**src/rtl/sumador_pkg.sv**
```systemverilog
// Shared definitions for the sumador_ctrl operand-entry / display controller.
//   - FSM state encoding (state_t)
//   - digit index constants used by the display scan
//   - blank anode pattern and a helper that builds the active-low digit enable
package sumador_pkg;

  typedef enum logic [1:0] {
    S_IDLE  = 2'd0,
    S_GOT_A = 2'd1,
    S_GOT_B = 2'd2,
    S_SHOW  = 2'd3
  } state_t;

  localparam logic [1:0] IDX_SUM  = 2'd0;
  localparam logic [1:0] IDX_COUT = 2'd1;
  localparam logic [1:0] IDX_B    = 2'd2;
  localparam logic [1:0] IDX_A    = 2'd3;

  localparam logic [3:0] AN_BLANK = 4'b1111;

  // Active-low one-hot-zero enable for the scanned digit.
  function automatic logic [3:0] digit_enable(input logic [1:0] idx);
    return ~(4'b0001 << idx);
  endfunction

endpackage

```
**src/rtl/sumador_ctrl_if.sv**
```systemverilog
// Board / adder side bundle of sumador_ctrl.
//   sw, sw_cin          : switch operand value and carry-in
//   btn_load, btn_clear : raw (unsynchronised) button levels
//   s, cout4            : combinational result from the external 4-bit adder
//   a, b, cin           : operand registers driven to the adder
//   valid               : high while a latched result is shown
//   bcd, an             : nibble and active-low digit enables for the 7-seg decoder
// modport master = the controller, modport slave = board I/O plus adder.
interface sumador_ctrl_if;
  logic [3:0] sw;
  logic       sw_cin;
  logic       btn_load;
  logic       btn_clear;
  logic [3:0] s;
  logic       cout4;
  logic [3:0] a;
  logic [3:0] b;
  logic       cin;
  logic       valid;
  logic [3:0] bcd;
  logic [3:0] an;

  modport master (
    input  sw, sw_cin, btn_load, btn_clear, s, cout4,
    output a, b, cin, valid, bcd, an
  );

  modport slave (
    output sw, sw_cin, btn_load, btn_clear, s, cout4,
    input  a, b, cin, valid, bcd, an
  );
endinterface

```
**src/rtl/display_mux.sv**
```systemverilog
// Time-multiplexed scan of the 4-digit 7-segment display.
//   clk, rst      : clock, asynchronous active-high reset
//   a, b          : operands (digits 3 and 2)
//   sum_r, cout_r : result nibble and carry (digits 0 and 1)
//   blank         : force all digits off and bcd to 0
//   bcd, an       : registered nibble and active-low digit enables
// The refresh counter and digit index run continuously, even while blanked,
// so each digit is lit for exactly REFRESH_DIV cycles.
module display_mux
  import sumador_pkg::*;
#(
  parameter int REFRESH_DIV = 50000
) (
  input  logic       clk,
  input  logic       rst,
  input  logic [3:0] a,
  input  logic [3:0] b,
  input  logic [3:0] sum_r,
  input  logic       cout_r,
  input  logic       blank,
  output logic [3:0] bcd,
  output logic [3:0] an
);

  localparam int CW = (REFRESH_DIV > 1) ? $clog2(REFRESH_DIV) : 1;
  localparam logic [CW-1:0] CNT_LAST = CW'(REFRESH_DIV - 1);

  logic [CW-1:0] cnt_reg;
  logic [1:0]    idx_reg;
  logic [3:0]    digit_next;

  always_comb begin
    digit_next = '0;
    case (idx_reg)
      IDX_SUM:  digit_next = sum_r;
      IDX_COUT: digit_next = {3'b000, cout_r};
      IDX_B:    digit_next = b;
      IDX_A:    digit_next = a;
      default:  digit_next = '0;
    endcase
  end

  always_ff @(posedge clk or posedge rst) begin
    if (rst) begin
      cnt_reg <= '0;
      idx_reg <= '0;
      bcd     <= '0;
      an      <= AN_BLANK;
    end else begin
      if (cnt_reg == CNT_LAST) begin
        cnt_reg <= '0;
        idx_reg <= idx_reg + 2'd1;
      end else begin
        cnt_reg <= cnt_reg + CW'(1);
      end
      // an and bcd move together so a digit never shows its neighbour's value.
      if (blank) begin
        an  <= AN_BLANK;
        bcd <= '0;
      end else begin
        an  <= digit_enable(idx_reg);
        bcd <= digit_next;
      end
    end
  end

endmodule

```
**src/rtl/sumador_ctrl.sv**
```systemverilog
// Operand-entry and display controller for the 4-bit adder lab.
//   clk, rst : clock, asynchronous active-high reset
//   bus      : sumador_ctrl_if.master (switches, buttons, adder result,
//              operand registers, valid, bcd/an display drive)
// Each button goes through a 2-FF synchroniser plus one edge FF, giving a
// single-cycle pulse per press. The FSM captures A, then B/cin, waits one
// cycle for the external adder to settle, then latches {cout, sum}.
module sumador_ctrl
  import sumador_pkg::*;
#(
  parameter int REFRESH_DIV = 50000
) (
  input  logic           clk,
  input  logic           rst,
  sumador_ctrl_if.master bus
);

  // bit 0 = load, bit 1 = clear
  logic [1:0] btn;
  logic [1:0] pulse;
  logic       load_p;
  logic       clear_p;

  assign btn = {bus.btn_clear, bus.btn_load};

  generate
    for (genvar gi = 0; gi < 2; gi++) begin : g_btn
      // [0],[1] synchroniser stages, [2] previous synchronised level
      logic [2:0] sync_reg;
      always_ff @(posedge clk or posedge rst) begin
        if (rst) sync_reg <= '0;
        else     sync_reg <= {sync_reg[1:0], btn[gi]};
      end
      assign pulse[gi] = sync_reg[1] & ~sync_reg[2];
    end
  endgenerate

  assign load_p  = pulse[0];
  assign clear_p = pulse[1];

  state_t     state_reg, state_next;
  logic [3:0] a_reg, a_next;
  logic [3:0] b_reg, b_next;
  logic       cin_reg, cin_next;
  logic [3:0] sum_reg, sum_next;
  logic       cout_reg, cout_next;

  always_comb begin
    state_next = state_reg;
    a_next     = a_reg;
    b_next     = b_reg;
    cin_next   = cin_reg;
    sum_next   = sum_reg;
    cout_next  = cout_reg;
    if (clear_p) begin
      // clear takes priority over a coincident load
      state_next = S_IDLE;
      a_next     = '0;
      b_next     = '0;
      cin_next   = 1'b0;
      sum_next   = '0;
      cout_next  = 1'b0;
    end else begin
      case (state_reg)
        S_IDLE: if (load_p) begin
          a_next     = bus.sw;
          state_next = S_GOT_A;
        end
        S_GOT_A: if (load_p) begin
          b_next     = bus.sw;
          cin_next   = bus.sw_cin;
          state_next = S_GOT_B;
        end
        S_GOT_B: begin
          // operands have been stable for a full cycle; load_p is ignored here
          sum_next   = bus.s;
          cout_next  = bus.cout4;
          state_next = S_SHOW;
        end
        S_SHOW: if (load_p) begin
          a_next     = bus.sw;
          state_next = S_GOT_A;
        end
        default: state_next = S_IDLE;
      endcase
    end
  end

  always_ff @(posedge clk or posedge rst) begin
    if (rst) begin
      state_reg <= S_IDLE;
      a_reg     <= '0;
      b_reg     <= '0;
      cin_reg   <= 1'b0;
      sum_reg   <= '0;
      cout_reg  <= 1'b0;
    end else begin
      state_reg <= state_next;
      a_reg     <= a_next;
      b_reg     <= b_next;
      cin_reg   <= cin_next;
      sum_reg   <= sum_next;
      cout_reg  <= cout_next;
    end
  end

  assign bus.a     = a_reg;
  assign bus.b     = b_reg;
  assign bus.cin   = cin_reg;
  assign bus.valid = (state_reg == S_SHOW);

  // A stale result from the previous operation stays in sum_reg/cout_reg
  // until the next latch; only show it while it is the current result.
  logic [3:0] sum_disp;
  logic       cout_disp;
  assign sum_disp  = bus.valid ? sum_reg : 4'd0;
  assign cout_disp = bus.valid & cout_reg;

  display_mux #(
    .REFRESH_DIV(REFRESH_DIV)
  ) u_display (
    .clk    (clk),
    .rst    (rst),
    .a      (a_reg),
    .b      (b_reg),
    .sum_r  (sum_disp),
    .cout_r (cout_disp),
    .blank  (state_reg == S_IDLE),
    .bcd    (bus.bcd),
    .an     (bus.an)
  );

endmodule

```
**src/flat_wrapper.sv**
```systemverilog
// flat-port wrapper written by rule: the top's interface ports become plain ports
module sumador_ctrl_flat import sumador_pkg::*;
#(
  parameter int REFRESH_DIV = 50000
)
  (clk, rst, bus_sw, bus_sw_cin, bus_btn_load, bus_btn_clear, bus_s, bus_cout4, bus_a, bus_b, bus_cin, bus_valid, bus_bcd, bus_an);
  sumador_ctrl_if bus_i ();
  input  logic clk;
  input  logic rst;
  input wire logic [$bits(bus_i.sw)-1:0] bus_sw;
  input wire logic [$bits(bus_i.sw_cin)-1:0] bus_sw_cin;
  input wire logic [$bits(bus_i.btn_load)-1:0] bus_btn_load;
  input wire logic [$bits(bus_i.btn_clear)-1:0] bus_btn_clear;
  input wire logic [$bits(bus_i.s)-1:0] bus_s;
  input wire logic [$bits(bus_i.cout4)-1:0] bus_cout4;
  output wire logic [$bits(bus_i.a)-1:0] bus_a;
  output wire logic [$bits(bus_i.b)-1:0] bus_b;
  output wire logic [$bits(bus_i.cin)-1:0] bus_cin;
  output wire logic [$bits(bus_i.valid)-1:0] bus_valid;
  output wire logic [$bits(bus_i.bcd)-1:0] bus_bcd;
  output wire logic [$bits(bus_i.an)-1:0] bus_an;
  assign bus_i.sw = bus_sw;
  assign bus_i.sw_cin = bus_sw_cin;
  assign bus_i.btn_load = bus_btn_load;
  assign bus_i.btn_clear = bus_btn_clear;
  assign bus_i.s = bus_s;
  assign bus_i.cout4 = bus_cout4;
  assign bus_a = bus_i.a;
  assign bus_b = bus_i.b;
  assign bus_cin = bus_i.cin;
  assign bus_valid = bus_i.valid;
  assign bus_bcd = bus_i.bcd;
  assign bus_an = bus_i.an;
  sumador_ctrl #(.REFRESH_DIV(REFRESH_DIV)) u_core (.clk(clk), .rst(rst), .bus(bus_i));
endmodule
```
**config.mk**
```make
export PLATFORM = sky130hd
export DESIGN_NAME = sumador_ctrl_flat
export DESIGN_NICKNAME = d
export VERILOG_FILES = /design/src/rtl/sumador_pkg.sv /design/src/rtl/sumador_ctrl_if.sv /design/src/rtl/display_mux.sv /design/src/rtl/sumador_ctrl.sv /design/src/flat_wrapper.sv
export SDC_FILE = /design/constraint.sdc
export NUM_CORES = 1
export LEC_CHECK = 0
export CAP_MARGIN = 40
export CORE_MARGIN = 1.5
export CORE_UTILIZATION = 25
export DETAILED_ROUTE_END_ITERATION = 16
export GPL_TIMING_DRIVEN = 0
export PLACE_DENSITY = 0.48
export SLEW_MARGIN = 20
export SYNTH_ARGS = -nofsm -noshare
export SYNTH_HDL_FRONTEND = slang
export SYNTH_HIERARCHICAL = 1
export SYNTH_SLANG_ARGS = --single-unit
```
**constraint.sdc**
```tcl
create_clock -name clk -period 3.3 [get_ports clk]
set_input_delay 0.495 -clock clk [delete_from_list [all_inputs] [get_ports clk]]
set_output_delay 0.495 -clock clk [all_outputs]
set_load 0.005 [all_outputs]
```
==> run_1/layer_met1.png <==
Supply wires on this layer in grey.
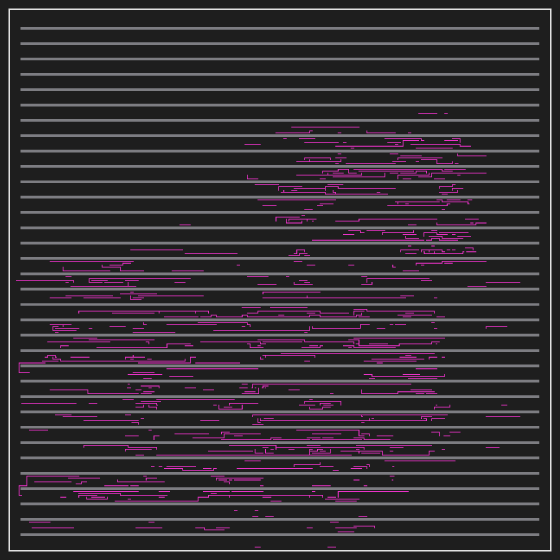
nets with wire on the layer: 220
main direction: horizontal
longest straight run: 34.5 um
wire length on this layer: 2100 um
share of all routed wire: 50%

==> run_1/clocks.png <==
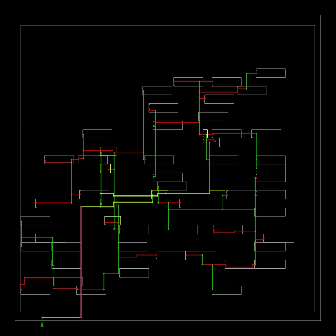
Clk. pwr: 370 uW
sinks on the clock net: 48

==> deck_impl_summary.md, run 1 <==
Implementation Results

Global route
  • GR Layer Usage met2: between 10% and 20%
  • Largest net degree at the start of global routing: 19
  • Global-route wire length before repair: 7.25 mm
  • Grt met3 use: 2.53%
  • Initial antenna violation count: 0
  • GR peak layer: met2
  • GRT Total Usage: 10.5%
  • Vias in the first global route: ~1600

Final timing
  • Fin crit period: 1.96 ns
  • Fin Hold WS: 0.358 ns
  • Setup TNS: 0 ns

Worst setup path
  • Worst EP arrival: approximately 1.5 ns
  • CP max stage delay: 0.54 ns
  • Critical Path Source Type: flop
  • Origin of the critical flop-to-flop path: u_core/u_display/cnt_reg[10]$_DFF_PP0_
  • CP Depth: 2
  • Crit path required time: 2.80 ns
  • Crit path to: bus_valid
  • CP Class: reg2out
  • Critical path's slowest cell: clkdlybuf4s50_1

Synthesis
  • Xor/xnor share: roughly 6.1%
  • Aoi share: under 10%
  • Post-synth design cell area: 0.00215 sq mm
  • Basic Gates by Area: 19.0%
  • Synth Instances: 193
  • Register share after synthesis: 56.1%
  • Chip Area, Yosys: between 0.002 and 0.0025 sq mm
  • Yosys warns: 6
  • Avg Cell Area, Syn: 11.1 sq um
  • Top cells, area: dfrtp_1 (51%), ha_1 (5.8%), dfstp_2 (4.9%)
  • FA/HA/MAJ Cells, Area Fraction: just under 6%
  • Syn Nets: 217
  • Synth cell count leaders: dfrtp_1 (44), nor2_1 (26), nand3_1 (11)

Detailed routing
  • Top layer in use: met4
  • Met2 wire len: 1.95 mm
  • Wire length on met3: 135 um
  • Vias: between 1000 and 1500
  • Remaining DRCs: 0
  • Antenna-violating nets left: 0
  • M1 WL: 2.10 mm

Cells and area
  • Clk cell area share: roughly 3.5%
  • Net count, final: 257
  • # clk buffers: 7
  • Signal buf overhead: 13.9%
  • Most common logic cells in the final layout: dfrtp_1 (44), clkdlybuf4s50_1 (31), nor2_1 (26), nand3_1 (11)
  • Fillcell total: 866
  • Register Area: 0.00121 sq mm
  • Most used logic cell in the final layout: dfrtp_1
  • Number of flip-flops in the largest register: 16

Power and ir drop
  • Int Pwr: 1.08 mW
  • Seq pwr: 747 uW
  • Total Power: approximately 1.5 mW
  • Main power group: sequential cells
  • VDD IR max: 0.295 mV
  • Logic pwr share: 26.8%
  • Seq pwr share: between 40% and 50%
  • Clock power frac: 24.2%

Worst hold path
  • Worst min path class: reg2reg
  • Hold Startpoint: u_core/g_btn[0].sync_reg[0]$_DFF_PP0_
  • Hold Path Depth: 0

CTS
  • Max clock buf depth: 2
  • Post_cts resized: 0
  • CTS tree: built

Floorplanning
  • # Taps: 105
  • FP Rows: 33

Outcome
  • Status: complete, no violations

Flow run
  • Tool warnings: 33

Placed design
  • Routability congestion estimate: ~0.76
  • Placed Cells: roughly 330
==> run_1/flops_by_reg.png <==
Other sequential cells in the stronger grey, the rest of the logic in the fainter grey.
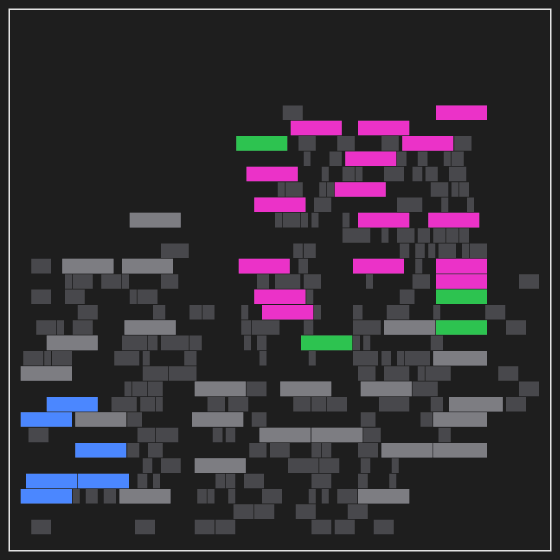
| colour | netlist name | placed flops |
|---|---|---|
| green | u_core/u_display/bcd | 4 |
| blue | u_core/g_btn.sync_reg | 6 |
| magenta | u_core/u_display/cnt_reg | 16 |

==> run 1 -> run 2 <==
- clock period: 3.3 -> 1.9 ns (I/O delays scaled with it)
==> run_2/power_grid.png <==
Pins as bars on the die edge.
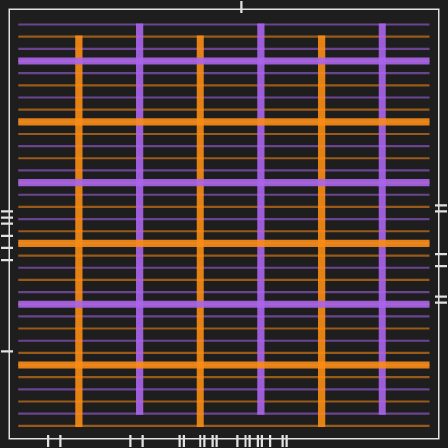
| colour | net |
|---|---|
| orange | VSS |
| purple | VDD |
met1 rails: 34
met4 straps: 6
signal pins: 32
met5 straps: 6
rows: 33

==> run 2 against run 1 <==
  * Clock skew did not move
  * Total power rose by 74%
  * Flip-flop count did not move
  * Hold slack got worse by 0.13 ns
  * Critical path type is now reg2reg
  * Highest routed layer unchanged
==> deck_impl_summary.md, run 2 <==
Implementation Results

Outcome
  • Status: complete, no violations

Final timing
  • Worst-margin pin slew: 0.547 ns
  • Hold Violations, Final: 0
  • Fmax: 561 MHz
  • Fin crit period: approximately 1.8 ns
  • Fin Hold WS: approximately 0.22 ns
  • Rel. slew slack: 63.5%
  • Setup ws final: 0.118 ns
  • Final setup violation count: 0
  • Setup TNS: 0 ns

Worst setup path
  • R2R Setup Slk: between 0.1 and 0.15 ns
  • Critical path cell sequence: or4b_1 > nor4_2 > mux2_2
  • Critical Path Source Type: flop
  • CP max stage delay: 0.53 ns
  • Worst EP arrival: 1.97 ns
  • CP delay by family, top: simple AND/OR/NAND/NOR gates
  • CP Depth: 3
  • Critical path buffers and inverters: 0
  • Origin of the critical flop-to-flop path: u_core/u_display/cnt_reg[10]$_DFF_PP0_
  • Peak fanout along the critical path: 4
  • Reg2Reg Depth: 3
  • Crit path required time: between 2 and 2.5 ns
  • Critical path's slowest cell: or4b_1
  • Crit path to: u_core/u_display/idx_reg[1]$_DFFE_PP0N_
  • CP Class: reg2reg
  • CP startpoint: u_core/u_display/cnt_reg[10]$_DFF_PP0_
  • Setup crit end kind: flop

Synthesis
  • Syn Nets: 217
  • Avg Cell Area, Syn: around 11 sq um
  • Xor/xnor share: under 10%
  • Yosys warns: 6
  • Chip Area, Yosys: between 0.002 and 0.0025 sq mm
  • Top cells, area: dfrtp_1 (51%), ha_1 (5.8%), dfstp_2 (4.9%)
  • Mux share: about 2.9%
  • Ys async rst share: 100%
  • Registers, synthesis: 48
  • Cell taking the most area after synthesis: dfrtp_1
  • Aoi share: 6.64%
  • Post-synth design cell area: 0.00215 sq mm
  • Count leader, synth: dfrtp_1
  • Synth Instances: roughly 190
  • FA/HA/MAJ Cells, Area Fraction: about 5.8%
  • Post-synth EDFFs: 0
  • Main logic family: simple AND/OR/NAND/NOR gates
  • Synth cell count leaders: dfrtp_1 (44), nor2_1 (26), nand3_1 (11)
  • Register share after synthesis: 56.1%
  • Basic Gates by Area: 19.0%

Floorplanning
  • Chip width: 95.7 um
  • # IOs: 32
  • Starting Density: 26.0%
  • FP Rows: 33
  • Core ar.: 0.00826 sq mm
  • # Taps: between 100 and 150

Cells and area
  • Net count, final: around 260
  • # clk buffers: 7
  • Post-Layout Cell Count: 339
  • Flop share of the area: 44.4%
  • # diodes: 0
  • Most common logic cells in the final layout: dfrtp_1 (44), clkdlybuf4s50_1 (31), nor2_1 (26), nand3_1 (11)
  • Final Cell Area: 0.00272 sq mm
  • Non-clk bufs: 39
  • Signal buf overhead: 13.9%
  • Clk cell area share: between 3 and 4%
  • Register Area: between 0.001 and 0.0015 sq mm
  • Gate Area: 868 sq um
  • Number of flip-flops in the largest register: 16
  • Most used logic cell in the final layout: dfrtp_1
  • Area Growth Syn to Fin: 26.4%
  • Layout cells sized above 1: 12.0%
  • Fillcell total: 866
  • Flop count: 48

Detailed routing
  • Top layer in use: met4
  • Wire length on met3: 135 um
  • M1 WL: about 2.1 mm
  • WL/cell: around 12 um
  • Antenna-violating nets left: 0
  • Met2 wire len: 1.95 mm
  • Wirelength, routed: 4.23 mm
  • Vias: 1453
  • Remaining DRCs: 0
  • Initial DRC Count: 41
  • Drt via density: 4.29

Global route
  • Grt met3 use: 2.53%
  • GR Layer Usage met2: 17.4%
  • Largest net degree at the start of global routing: 19
  • Initial antenna violation count: 0
  • Global-route wire length before repair: 7.25 mm
  • GRT Total Usage: between 10% and 20%
  • GR peak layer: met2
  • Vias in the first global route: 1557
  • GR Util met1: 13.2%

CTS
  • Post_cts resized: 0
  • Max clock buf depth: 2
  • Post-CTS Setup Bufs: 0
  • Root buffer cell: clkbuf_8
  • TritonCTS buffer count: 5
  • Sinks on the clock net: 48
  • H-Tree Depth: 2
  • Hold buffer count at cts: 0
  • CTS tree: built

Placed design
  • Setup WS pre-CTS: 0.123 ns
  • Placed wire-length estimate: around 3.2 mm
  • Buffers on Ports: 31
  • Placed Cells: 331
  • Routability congestion estimate: 0.758

Power and ir drop
  • Net Switching: 777 uW
  • LEAKAGE: 1.16 nW
  • Comb power: 712 uW
  • VDD IR max: between 0.5 and 0.6 mV
  • Power Dens Cells: 977 mW/mm^2
  • Int Pwr: 1.88 mW
  • Clock power frac: 24.2%
  • Clk. pwr: between 600 and 700 uW
  • Seq pwr share: 48.9%
  • Total Power: 2.65 mW
  • Seq pwr: roughly 1.3 mW
  • Main power group: sequential cells
  • Logic pwr share: approximately 27%

Flow run
  • Tool warnings: 33

Worst hold path
  • Worst min path class: in2async
==> run_2/layer_met1.png <==
Supply wires on this layer in grey.
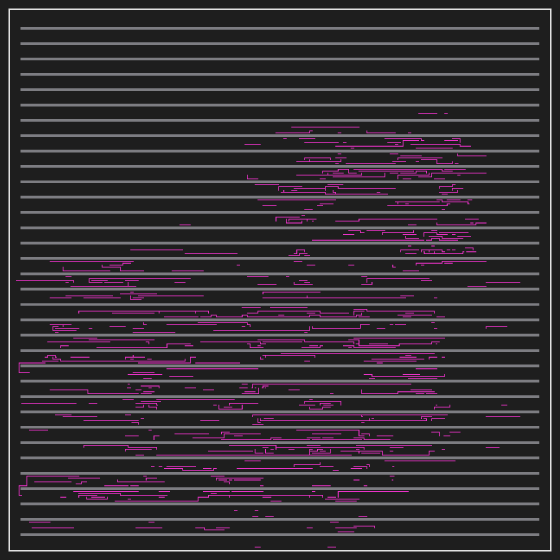

==> run 2 -> run 3 <==
- MAX_ROUTING_LAYER: default -> met4
==> run_3/layer_met1.png <==
Supply wires on this layer in grey.
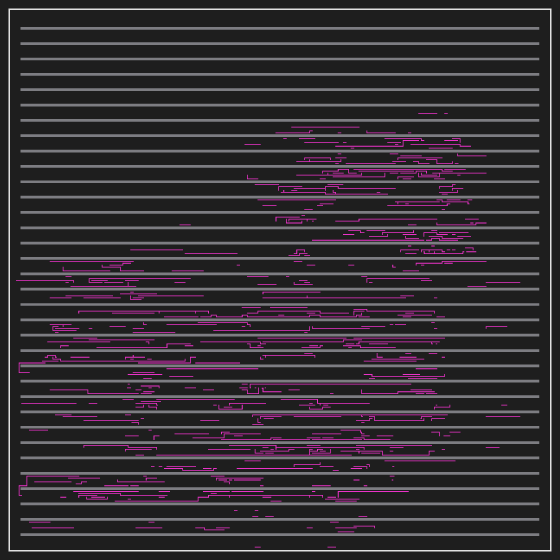
main direction: horizontal
share of all routed wire: 50%

==> run 3 against run 2 <==
  * Cell area stayed put
  * Non-clock buffer count stayed put
  * Critical path depth stayed put
  * Maximum frequency is 0.28% lower
  * Register-to-register slack hardly changed
==> deck_impl_summary.md, run 3 <==
Implementation Results

Final timing
  • Setup ws final: roughly 0.11 ns
  • Fin Hold WS: 0.229 ns
  • Setup TNS: 0 ns
  • Fmax: 560 MHz
  • Final setup violation count: 0
  • Worst-margin pin slew: 0.547 ns
  • Fin crit period: approximately 1.8 ns
  • Rel. slew slack: 63.5%

Worst setup path
  • Reg2Reg Depth: 3
  • Critical path cell sequence: or4b_1 > nor4_2 > mux2_2
  • Worst EP arrival: 1.97 ns
  • CP delay by family, top: simple AND/OR/NAND/NOR gates
  • CP Class: reg2reg
  • Setup crit end kind: flop
  • Critical Path Source Type: flop
  • Critical path's slowest cell: or4b_1
  • CP startpoint: u_core/u_display/cnt_reg[7]$_DFF_PP0_
  • CP max stage delay: 0.54 ns
  • R2R Setup Slk: 0.11 ns

Power and ir drop
  • Seq pwr: about 1.3 mW
  • Clock power frac: between 20% and 30%
  • Int Pwr: 1.88 mW
  • Power Dens Cells: 975 mW/mm^2
  • LEAKAGE: between 1 and 1.5 nW
  • Net Switching: a little under 800 uW
  • Comb power: 712 uW

Detailed routing
  • M1 WL: 2.09 mm
  • Wire length on met3: 127 um
  • Drt via density: 4.29
  • Top layer in use: met4
  • Remaining DRCs: 0
  • Antenna-violating nets left: 0
  • Met2 wire len: 1.96 mm

Worst hold path
  • Worst min path class: in2async

Global route
  • Global-route wire length before repair: 7.25 mm
  • GR Util met1: a little over an eighth
  • GR Layer Usage met2: about 17%
  • Largest net degree at the start of global routing: 19
  • Vias in the first global route: 1554
  • GR peak layer: met2
  • GRT Total Usage: approximately 11%

CTS
  • TritonCTS buffer count: 5
  • Sinks on the clock net: 48
  • CTS tree: built
  • Hold buffer count at cts: 0
  • H-Tree Depth: 2
  • Post-CTS Setup Bufs: 0

Floorplanning
  • FP Rows: 33
  • # Taps: 105
  • Chip width: 95.7 um

Synthesis
  • Aoi share: 6.64%
  • Ys async rst share: 100%
  • Xor/xnor share: 6.11%
  • Post-synth EDFFs: 0
  • FA/HA/MAJ Cells, Area Fraction: around 5.8%
  • Avg Cell Area, Syn: 11.1 sq um
  • Cell taking the most area after synthesis: dfrtp_1
  • Count leader, synth: dfrtp_1
  • Register share after synthesis: 56.1%

Placed design
  • Placed Cells: 331
  • Setup WS pre-CTS: approximately 0.12 ns
  • Buffers on Ports: 31
  • Placed wire-length estimate: between 3 and 4 mm

Cells and area
  • Area Growth Syn to Fin: 26.4%
  • Final Cell Area: 0.00272 sq mm
  • Fillcell total: 866
  • Non-clk bufs: 39
  • Number of flip-flops in the largest register: 16
  • # diodes: 0
  • Layout cells sized above 1: a little under an eighth
  • Post-Layout Cell Count: ~340
  • Net count, final: between 200 and 300
  • Signal buf overhead: 13.9%
  • Flop share of the area: approximately 44%

Outcome
  • Status: complete, no violations

Flow run
  • Tool warnings: 33
No activity file was given, so power comes from the tool's default toggle rates.
